==> src/rtl/grf_wb_arbiter_if.sv <==
// rtl/grf_wb_arbiter_if.sv - bus bundle for the GRF writeback arbiter
interface grf_wb_arbiter_if;
  logic        p_valid;
  logic        p_ready;
  logic [4:0]  p_wa;
  logic [31:0] p_wd;
  logic [31:0] p_pc;

  logic        s_valid;
  logic        s_ready;
  logic [4:0]  s_wa;
  logic [31:0] s_wd;
  logic [31:0] s_pc;

  logic        iss_valid;
  logic        iss_ready;
  logic [4:0]  iss_wa;

  logic [4:0]  chk_a1;
  logic [4:0]  chk_a2;
  logic        hazard;

  logic        grf_we;
  logic [4:0]  grf_wa;
  logic [31:0] grf_wd;
  logic [31:0] grf_pc;

  modport master (
    output p_valid, p_wa, p_wd, p_pc,
    input  p_ready,
    output s_valid, s_wa, s_wd, s_pc,
    input  s_ready,
    output iss_valid, iss_wa,
    input  iss_ready,
    output chk_a1, chk_a2,
    input  hazard,
    input  grf_we, grf_wa, grf_wd, grf_pc
  );

  modport slave (
    input  p_valid, p_wa, p_wd, p_pc,
    output p_ready,
    input  s_valid, s_wa, s_wd, s_pc,
    output s_ready,
    input  iss_valid, iss_wa,
    output iss_ready,
    input  chk_a1, chk_a2,
    output hazard,
    output grf_we, grf_wa, grf_wd, grf_pc
  );
endinterface

==> src/rtl/grf_wb_arbiter.sv <==
// rtl/grf_wb_arbiter.sv - GRF write port arbiter with secondary FIFO and pending scoreboard (trace: GRF_WB_TRACE_EN)
module grf_wb_arbiter #(
  parameter int DEPTH        = 2,
  parameter int STARVE_LIMIT = 4
) (
  input  logic            clk,
  input  logic            reset,
  grf_wb_arbiter_if.slave bus
);
  localparam int         AW   = (DEPTH > 1) ? $clog2(DEPTH) : 1;
  localparam logic [AW:0] FULL = (AW + 1)'(DEPTH);
  localparam logic [3:0]  SLIM = 4'(STARVE_LIMIT);

  logic [4:0]    fifo_wa [DEPTH];
  logic [31:0]   fifo_wd [DEPTH];
  logic [31:0]   fifo_pc [DEPTH];
  logic [AW-1:0] rd_ptr;
  logic [AW-1:0] wr_ptr;
  logic [AW:0]   count;
  logic [3:0]    starve;
  logic [1:0]    cnt [32];

  logic          nonempty;
  logic          sel_s;
  logic          push;
  logic          commit;
  logic          inc;
  logic          dec;
  logic [4:0]    head_wa;
  logic [4:0]    out_wa;
  logic [31:0]   inc_vec;
  logic [31:0]   dec_vec;

  // Grant is combinational; the head is forced through once it has lost STARVE_LIMIT times in a row.
  always_comb begin
    nonempty      = (count != '0);
    head_wa       = fifo_wa[rd_ptr];
    sel_s         = !reset && nonempty && (!bus.p_valid || (starve == SLIM));
    bus.p_ready   = !reset && !sel_s;
    bus.s_ready   = !reset && (count != FULL);
    push          = bus.s_valid && bus.s_ready;
    commit        = sel_s || (bus.p_valid && bus.p_ready);
    out_wa        = sel_s ? head_wa : bus.p_wa;
    bus.grf_wa    = out_wa;
    bus.grf_wd    = sel_s ? fifo_wd[rd_ptr] : bus.p_wd;
    bus.grf_pc    = sel_s ? fifo_pc[rd_ptr] : bus.p_pc;
    bus.grf_we    = commit && (out_wa != 5'd0);
    bus.iss_ready = !reset && ((cnt[bus.iss_wa] != 2'd3) || (bus.iss_wa == 5'd0));
    bus.hazard    = !reset && ((cnt[bus.chk_a1] != 2'd0) || (cnt[bus.chk_a2] != 2'd0));
    inc           = bus.iss_valid && bus.iss_ready && (bus.iss_wa != 5'd0);
    dec           = sel_s && (head_wa != 5'd0);
  end

  // One-hot increment/decrement selects; register 0 is never tracked.
  always_comb begin
    inc_vec = '0;
    dec_vec = '0;
    if (inc) inc_vec[bus.iss_wa] = 1'b1;
    if (dec) dec_vec[head_wa] = 1'b1;
    inc_vec[0] = 1'b0;
    dec_vec[0] = 1'b0;
  end

  // FIFO payload storage; entries are only meaningful between rd_ptr and wr_ptr.
  always_ff @(posedge clk) begin
    if (push) begin
      fifo_wa[wr_ptr] <= bus.s_wa;
      fifo_wd[wr_ptr] <= bus.s_wd;
      fifo_pc[wr_ptr] <= bus.s_pc;
    end
  end

  // FIFO pointers and occupancy; power-of-2 depth lets the pointers wrap naturally.
  always_ff @(posedge clk) begin
    if (reset) begin
      rd_ptr <= '0;
      wr_ptr <= '0;
      count  <= '0;
    end else begin
      if (push)  wr_ptr <= wr_ptr + AW'(1);
      if (sel_s) rd_ptr <= rd_ptr + AW'(1);
      if (push && !sel_s)      count <= count + (AW + 1)'(1);
      else if (!push && sel_s) count <= count - (AW + 1)'(1);
    end
  end

  // Starvation counter: counts consecutive primary wins over a waiting head.
  always_ff @(posedge clk) begin
    if (reset) begin
      starve <= 4'd0;
    end else if (sel_s || !nonempty) begin
      starve <= 4'd0;
    end else if (bus.p_valid && (starve != SLIM)) begin
      starve <= starve + 4'd1;
    end
  end

  // Pending scoreboard: simultaneous inc/dec on one register cancel; decrement at zero holds.
  always_ff @(posedge clk) begin
    if (reset) begin
      for (int r = 0; r < 32; r++) cnt[r] <= 2'd0;
    end else begin
      for (int r = 1; r < 32; r++) begin
        if (inc_vec[r] && !dec_vec[r]) begin
          cnt[r] <= cnt[r] + 2'd1;
        end else if (dec_vec[r] && !inc_vec[r] && (cnt[r] != 2'd0)) begin
          cnt[r] <= cnt[r] - 2'd1;
        end
      end
    end
  end

`ifdef GRF_WB_TRACE_EN
  // Commit trace and scoreboard underflow report.
  always_ff @(posedge clk) begin
    if (bus.grf_we) begin
      $display("@%08h: $%d <= %08h", bus.grf_pc, bus.grf_wa, bus.grf_wd);
    end
    if (!reset && dec && !inc_vec[head_wa] && (cnt[head_wa] == 2'd0)) begin
      $display("ERROR: scoreboard decrement at zero on $%0d", head_wa);
    end
  end
`else
`endif

endmodule
==> src/flat_wrapper.sv <==
// flat-port wrapper written by rule: the top's interface ports become plain ports
module grf_wb_arbiter_flat 
#(
  parameter int DEPTH        = 2,
  parameter int STARVE_LIMIT = 4
)
  (clk, reset, bus_p_valid, bus_p_wa, bus_p_wd, bus_p_pc, bus_p_ready, bus_s_valid, bus_s_wa, bus_s_wd, bus_s_pc, bus_s_ready, bus_iss_valid, bus_iss_wa, bus_iss_ready, bus_chk_a1, bus_chk_a2, bus_hazard, bus_grf_we, bus_grf_wa, bus_grf_wd, bus_grf_pc);
  grf_wb_arbiter_if bus_i ();
  input  logic clk;
  input  logic reset;
  input wire logic [$bits(bus_i.p_valid)-1:0] bus_p_valid;
  input wire logic [$bits(bus_i.p_wa)-1:0] bus_p_wa;
  input wire logic [$bits(bus_i.p_wd)-1:0] bus_p_wd;
  input wire logic [$bits(bus_i.p_pc)-1:0] bus_p_pc;
  output wire logic [$bits(bus_i.p_ready)-1:0] bus_p_ready;
  input wire logic [$bits(bus_i.s_valid)-1:0] bus_s_valid;
  input wire logic [$bits(bus_i.s_wa)-1:0] bus_s_wa;
  input wire logic [$bits(bus_i.s_wd)-1:0] bus_s_wd;
  input wire logic [$bits(bus_i.s_pc)-1:0] bus_s_pc;
  output wire logic [$bits(bus_i.s_ready)-1:0] bus_s_ready;
  input wire logic [$bits(bus_i.iss_valid)-1:0] bus_iss_valid;
  input wire logic [$bits(bus_i.iss_wa)-1:0] bus_iss_wa;
  output wire logic [$bits(bus_i.iss_ready)-1:0] bus_iss_ready;
  input wire logic [$bits(bus_i.chk_a1)-1:0] bus_chk_a1;
  input wire logic [$bits(bus_i.chk_a2)-1:0] bus_chk_a2;
  output wire logic [$bits(bus_i.hazard)-1:0] bus_hazard;
  output wire logic [$bits(bus_i.grf_we)-1:0] bus_grf_we;
  output wire logic [$bits(bus_i.grf_wa)-1:0] bus_grf_wa;
  output wire logic [$bits(bus_i.grf_wd)-1:0] bus_grf_wd;
  output wire logic [$bits(bus_i.grf_pc)-1:0] bus_grf_pc;
  assign bus_i.p_valid = bus_p_valid;
  assign bus_i.p_wa = bus_p_wa;
  assign bus_i.p_wd = bus_p_wd;
  assign bus_i.p_pc = bus_p_pc;
  assign bus_p_ready = bus_i.p_ready;
  assign bus_i.s_valid = bus_s_valid;
  assign bus_i.s_wa = bus_s_wa;
  assign bus_i.s_wd = bus_s_wd;
  assign bus_i.s_pc = bus_s_pc;
  assign bus_s_ready = bus_i.s_ready;
  assign bus_i.iss_valid = bus_iss_valid;
  assign bus_i.iss_wa = bus_iss_wa;
  assign bus_iss_ready = bus_i.iss_ready;
  assign bus_i.chk_a1 = bus_chk_a1;
  assign bus_i.chk_a2 = bus_chk_a2;
  assign bus_hazard = bus_i.hazard;
  assign bus_grf_we = bus_i.grf_we;
  assign bus_grf_wa = bus_i.grf_wa;
  assign bus_grf_wd = bus_i.grf_wd;
  assign bus_grf_pc = bus_i.grf_pc;
  grf_wb_arbiter #(.DEPTH(DEPTH), .STARVE_LIMIT(STARVE_LIMIT)) u_core (.clk(clk), .reset(reset), .bus(bus_i));
endmodule
==> config.mk <==
export PLATFORM = sky130hd
export DESIGN_NAME = grf_wb_arbiter_flat
export DESIGN_NICKNAME = d
export VERILOG_FILES = /design/src/rtl/grf_wb_arbiter_if.sv /design/src/rtl/grf_wb_arbiter.sv /design/src/flat_wrapper.sv
export SDC_FILE = /design/constraint.sdc
export NUM_CORES = 1
export LEC_CHECK = 0
export CORE_MARGIN = 2
export CORE_UTILIZATION = 55
export CTS_BUF_LIST = sky130_fd_sc_hd__clkbuf_16
export CTS_CLUSTER_SIZE = 10
export DETAILED_ROUTE_END_ITERATION = 16
export PLACE_DENSITY = 0.93
export SLEW_MARGIN = 20
export SYNTH_ARGS = -nofsm -noshare
export SYNTH_HDL_FRONTEND = slang
export SYNTH_SLANG_ARGS = --single-unit
==> constraint.sdc <==
create_clock -name clk -period 7 [get_ports clk]
set_input_delay 1.05 -clock clk [delete_from_list [all_inputs] [get_ports clk]]
set_output_delay 1.05 -clock clk [all_outputs]
set_load 0.02 [all_outputs]
**Run 1: close-up of the layout**

Window x 101 to 126, y 101 to 126 um. Cells in grey, sequential cells in the stronger grey; small squares are vias.
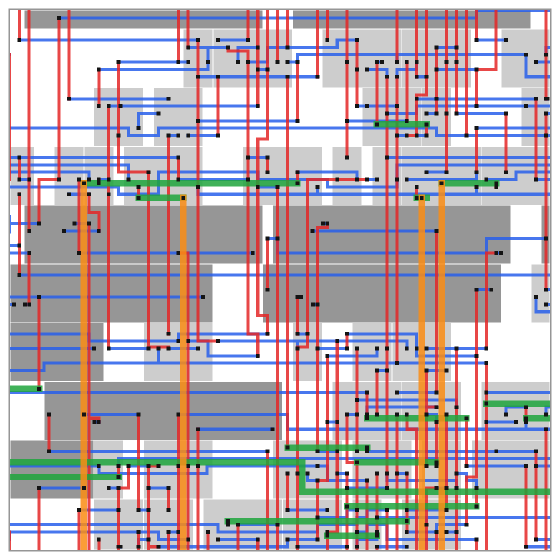
legend:
  M1:
    colour: blue
  M3:
    colour: green
  M2:
    colour: red
  M4:
    colour: orange
cells with their middle in the window: 43
most frequent: nor2_1 (7), mux2i_1 (5), edfxtp_1 (5)
sequential cells in the window: 5
netlist names of flops here include: `u_core.cnt` (5)

**Run 1: routing congestion**

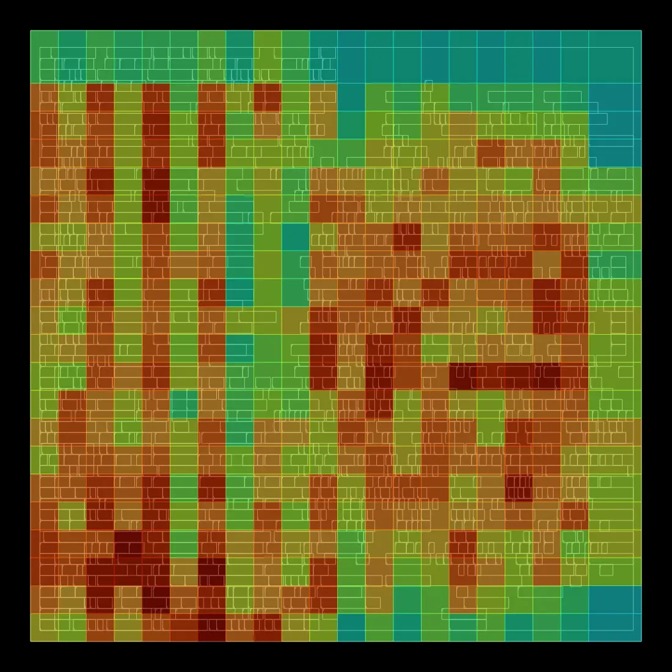
grt met2 use: 0.5134
met1 usage: 0.3585

==> flow_summary.yaml, run 1 <==
# yosys + openroad results
logic_synthesis:
  yosys.area.top_type_share: 0.5051
  simple_gate_share: 0.1715
  synthXorXnorAreaFrac: 0.004419
  ys_ff: 209
  ys_cells: 1101
  synthArstFlopShare: 0
  ys_types: 71
  ys_sh_mux: 0.1153
  synthTopLogicFamily: "simple AND/OR/NAND/NOR gates"
  postSynthCellCount: 1101
setup_path:
  reg2reg_depth: 11
  crit_path_end: "bus_grf_pc[12]"
  regToRegSetupSlack_ns: 3.00
  criticalPathCategory: "primary input to output pin"
  crit_arrival_ns: 4.29
  cp_top_family: "buffers and inverters"
  cpPeakStageDelay_ns: 0.68
  cp_data_required_time_ns: 5.95
  cp-start-kind: "primary input"
  cp-end-kind: "output pin"
floorplan:
  fp_util: 0.5621
  num_tap_cells: 275
  core_sq_mm: 0.02115
  num_rows: 53
  die-width_um: 151.0
clocking:
  insertion_delay_ns: 0.53
  htree_levels: 1
cells_and_area:
  drive_gt1_frac: 0.06121
  final-clk-cell-share: 0.04553
  area_delta_synth_final_pct: 26.19
  final_cell_mix: "229 x clkdlybuf4s50_1, 200 x edfxtp_1, 131 x nand2_1, 101 x mux2i_1, 93 x nor2_1"
  flop_area_sq_mm: 0.006190
  sh_seq_area: 0.4125
  antenna_cells: 12
  largestClassByArea: "sequential cells"
grt:
  grt_max_degree: 80
  overflow: 0
place:
  numPortBuffers: 231
timing:
  fin_crit_sh: 0.7627
  finalClockSkew_ns: 0.01150
  max-slew-margin-rel: 0.2567
  hold_viol: 0
  rsz0062_at_grt: "false"
  setup_tns_ns: 0
  max_clock_freq_mhz: 187.3
  drv_slew: 0
power_and_ir_drop:
  p_seq_mw: 1.50
  p_comb_mw: 0.680
  top_power_group: "registers"
  ir_drop_v: 0.0002161
  power_leakage_nw: 5.152
drt:
  dr.first_iter.drc_count: 985
min_path:
  worstHoldPathCells: 1
  hp-start: "u_core.starve[0]$_SDFFE_PP0P_"
  hp-class: "flop to flop"
run_status:
  outcome: "complete, no violations"
**Run 1: selected gate families**

Scale: 2 px per um.
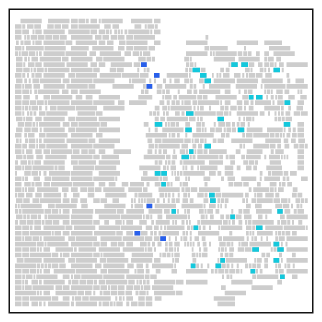
legend:
  xor and xnor cells:
    colour: blue
    cells: 6
  non-inverting ao/oa cells:
    colour: cyan
    cells: 37

**Run 1: M1 wires**

Scale: 2 px per um.
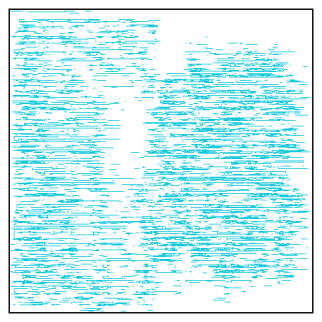
share of all routed wire: 37%
wire length on this layer: 13000 um
main direction: horizontal
longest straight run: 56.6 um
nets with wire on the layer: 1322

-- run 1: synth_stat cells (all sizes together), types with 2 or more instances --
| cell type | n |
|---|---|
| a211o | 9 |
| a211oi | 43 |
| a21o | 2 |
| a21oi | 32 |
| a221oi | 4 |
| a2bb2oi | 4 |
| a311o | 11 |
| a31oi | 4 |
| and2 | 2 |
| and3 | 15 |
| buf | 34 |
| clkbuf | 41 |
| dfxtp | 9 |
| edfxtp | 200 |
| ha | 4 |
| inv | 25 |
| mux2 | 4 |
| mux2i | 101 |
| mux4 | 14 |
| nand2 | 131 |
| nand2b | 5 |
| nand3 | 42 |
| nand3b | 11 |
| nand4 | 12 |
| nor2 | 94 |
| nor2b | 22 |
| nor3 | 22 |
| nor3b | 19 |
| nor4 | 10 |
| o2111ai | 13 |
| o21a | 8 |
| o21ai | 92 |
| o22ai | 10 |
| o32ai | 2 |
| o41a | 3 |
| or2 | 2 |
| or3 | 8 |
| or3b | 7 |
| or4 | 4 |
| or4b | 3 |
| xnor2 | 2 |
| xor2 | 4 |
-- run 1: layer usage --
layer,up-vias,wire [um],track usage
met3,99,3111,0.07380
met2,608,17600,0.5134
met5,-,20,0
met1,4840,13050,0.3585
met4,2,1464,0.1612
li1,4615,-,-
-- run 1: registers in the layout, indices dropped and copies added, names as in the netlist, named ones only --
name,cells
u_core.fifo_pc,64
u_core.count,2
u_core.cnt,62
u_core.fifo_wd,64
u_core.rd_ptr,1
u_core.fifo_wa,10
u_core.starve,4
u_core.wr_ptr,1
-- run 1: through the flow --
stage | hold slack (ns) | instances | util
detailed placement | 0.4493 | 1546 | 0.6756
CTS | 0.4649 | 1582 | 0.7079
finish | 0.4611 | 1594 | 0.7094
global placement | 0.4465 | 1546 | 0.6756
floorplan | 0.4297 | 1101 | -
global route | 0.4965 | 1592 | 0.7091
## Run 2: what changed since run 1
--- a/config.mk
+++ b/config.mk
@@ -6,11 +6,11 @@
 export NUM_CORES = 1
 export LEC_CHECK = 0
 export CORE_MARGIN = 2
-export CORE_UTILIZATION = 55
+export CORE_UTILIZATION = 53
 export CTS_BUF_LIST = sky130_fd_sc_hd__clkbuf_16
 export CTS_CLUSTER_SIZE = 10
 export DETAILED_ROUTE_END_ITERATION = 16
-export PLACE_DENSITY = 0.93
+export PLACE_DENSITY = 0.9
 export SLEW_MARGIN = 20
 export SYNTH_ARGS = -nofsm -noshare
 export SYNTH_HDL_FRONTEND = slang
==> constraint.sdc (replaced) <==
create_clock -name clk -period 5.2 [get_ports clk]
set_input_delay 0.78 -clock clk [delete_from_list [all_inputs] [get_ports clk]]
set_output_delay 0.78 -clock clk [all_outputs]
set_load 0.02 [all_outputs]
==> run 2 against run 1 <==
Clock-buffer cell count unchanged. Cell area increased by 0.44%. Largest cell class unchanged. Utilization decreased by 2.1 points. Critical path depth decreased by 1. Non-clock buffer count increased by 4.
==> flow_summary.yaml, run 2 <==
# yosys + openroad results
cells_and_area:
  final_util: 0.6885
  sh_seq_area: 0.4107
  antenna_cells: 7
  final-clk-cell-share: 0.04599
  final_cell_mix: "229 x clkdlybuf4s50_1, 200 x edfxtp_1, 131 x nand2_1, 101 x mux2i_1, 93 x nor2_1"
  n_all_inverters: 25
  lay_top_count: "clkdlybuf4s50_1"
  stdcell_count: 1603
  layout.nets: 1464
  sh_comb_area: 0.3484
  area_delta_synth_final_pct: 26.75
  largestClassByArea: "sequential cells"
  top_regs: "u_core.fifo_pc x64, u_core.fifo_wd x64, u_core.cnt x62"
  flop_area_sq_mm: 0.006190
  drive_gt1_frac: 0.06459
place:
  pre_cts_ws_ns: 0.8701
  numPortBuffers: 231
  place_inst: 1555
flow_run:
  maxCapViolCount: 0
setup_path:
  cp_cell_sequence: "clkdlybuf4s50_1 > nand3_1 > o22ai_1 > nor4_2 > o211ai_4 > and2_1 > nor2_1 > clkdlybuf4s50_1"
  cp-end-kind: "output pin"
  cpPeakStageDelay_ns: 0.91
  criticalPathCategory: "primary input to output pin"
  critPathBufInv: 2
  cp-start-kind: "primary input"
  cp_data_required_time_ns: 4.42
  crit_arrival_ns: 3.60
  cp_top_family: "buffers and inverters"
  slowest_stage: "clkdlybuf4s50_1"
logic_synthesis:
  ys_top_cells_by_count: "200 x edfxtp_1, 131 x nand2_1, 101 x mux2i_1, 94 x nor2_1, 90 x o21ai_0"
  synth.cell_area_sq_mm: 0.01189
  synthTopLogicFamily: "simple AND/OR/NAND/NOR gates"
  postSynthCellCount: 1101
  synthXorXnorAreaFrac: 0.004419
  synth_seq_share: 0.5202
  simple_gate_share: 0.1715
  synthArstFlopShare: 0
  aoi_share: 0.1451
  ys_types: 71
  avgSynthCellArea_sq_um: 10.80
  most_common_cell: "edfxtp_1"
  yosysTopAreaCell: "edfxtp_1"
  ys_sh_mux: 0.1153
  synth_nets: 1263
  yosys.area.top_type_share: 0.5051
  ys_ff: 209
  ys_cells: 1101
  synth-main-ff-cell: "edfxtp_1"
timing:
  drv_slew: 0
  max_clock_freq_mhz: 228.6
  hold_viol: 0
  setup_tns_ns: 0
  finalClockSkew_ns: 0.01039
  fin_crit_sh: 0.8414
  rsz0062_at_grt: "false"
  max-slew-margin-rel: 0.2731
grt:
  use_met1: 0.3456
  grt_pass1_vias: 10100
  use_met3: 0.05383
  grt_max_degree: 86
  use_met2: 0.4921
  track_usage: 0.2866
  overflow: 0
  busiest_layer: "met2"
run_status:
  outcome: "complete, no violations"
clocking:
  postCtsSetupBuffers: 0
  cts.path.max_buffers: 3
  htree_levels: 1
  clk_pin_slew_ns: 0.05
  insertion_delay_ns: 0.51
drt:
  wl_per_cell_um: 21.66
  via_count: 10130
  met3_length_mm: 2.896
  dr.first_iter.drc_count: 951
  wl_met1_mm: 13.01
  top_layer_used: "met4"
  first_pass_iters: 7
  routed-wl-met2_mm: 17.01
floorplan:
  num_rows: 54
  core_sq_mm: 0.02189
  fp_util: 0.5432
  die-width_um: 153.8
  num_tap_cells: 280
  io_pins: 232
min_path:
  hp-class: "flop to flop"
power_and_ir_drop:
  ir_drop_v: 0.0003071
  p_comb_frac: 0.204
  power_leakage_nw: 5.220
run 2: cell types whose count changed in the layout (fill, tap and decap cells not counted), sizes merged:
cell | before | now
clkinv | 6 | 4
inv | 30 | 37
diode | 12 | 7
buf | 16 | 20
run 2: final timing paths:
path                                 startpoint                             end  slack (ns)  cells after the start
setup / recovery                  bus_iss_wa[3]                   bus_iss_ready        0.82                      8
setup reg to reg  u_core.starve[0]$_SDFFE_PP0P_  u_core.cnt[2][0]$_SDFFCE_PN0P_        1.67                      9
hold reg to reg   u_core.starve[0]$_SDFFE_PP0P_   u_core.starve[0]$_SDFFE_PP0P_        0.48                      1
hold / removal    u_core.starve[0]$_SDFFE_PP0P_   u_core.starve[0]$_SDFFE_PP0P_        0.48                      1
run 2: metrics by stage:
| step | power (mW) | area [sq um] | hold slack (ns) |
|---|---|---|---|
| 2_1_floorplan | 2.534 | 11890 | 0.4297 |
| 3_3_place_gp | 2.915 | 14360 | 0.4448 |
| 3_5_place_dp | 2.946 | 14360 | 0.4655 |
| 4_1_cts | 4.454 | 15050 | 0.4787 |
| 5_1_grt | 4.594 | 15070 | 0.4938 |
| 6_report | 4.434 | 15070 | 0.4807 |
run 2: power by group through the flow:
stage	Clock, mW	Combinational, mW	Sequential (mW)
after global placement	0	0.867	2.05
after global routing	1.59	0.969	2.03
final	1.50	0.906	2.02
after floorplan	0	0.507	2.03
after detailed placement	0	0.891	2.06
after CTS	1.53	0.902	2.02
run 2: worst register-to-register path, cell delays in order (launching register included):
cell	delay, ns
dfxtp_1	0.34
inv_1	0.07
ha_1	0.13
nand3b_1	0.13
a21oi_1	0.26
clkinv_2	0.46
nor3_2	1.04
nand2_1	0.30
nand3_1	0.17
or3b_1	0.39
**Run 2: M1 wires**

Scale: 2 px per um.
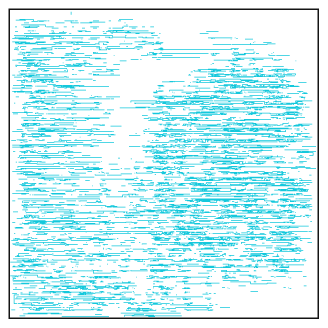
main direction: horizontal
longest straight run: 64.9 um
wire length on this layer: 13000 um
share of all routed wire: 37%

Power is estimated from default activity; no workload was simulated.
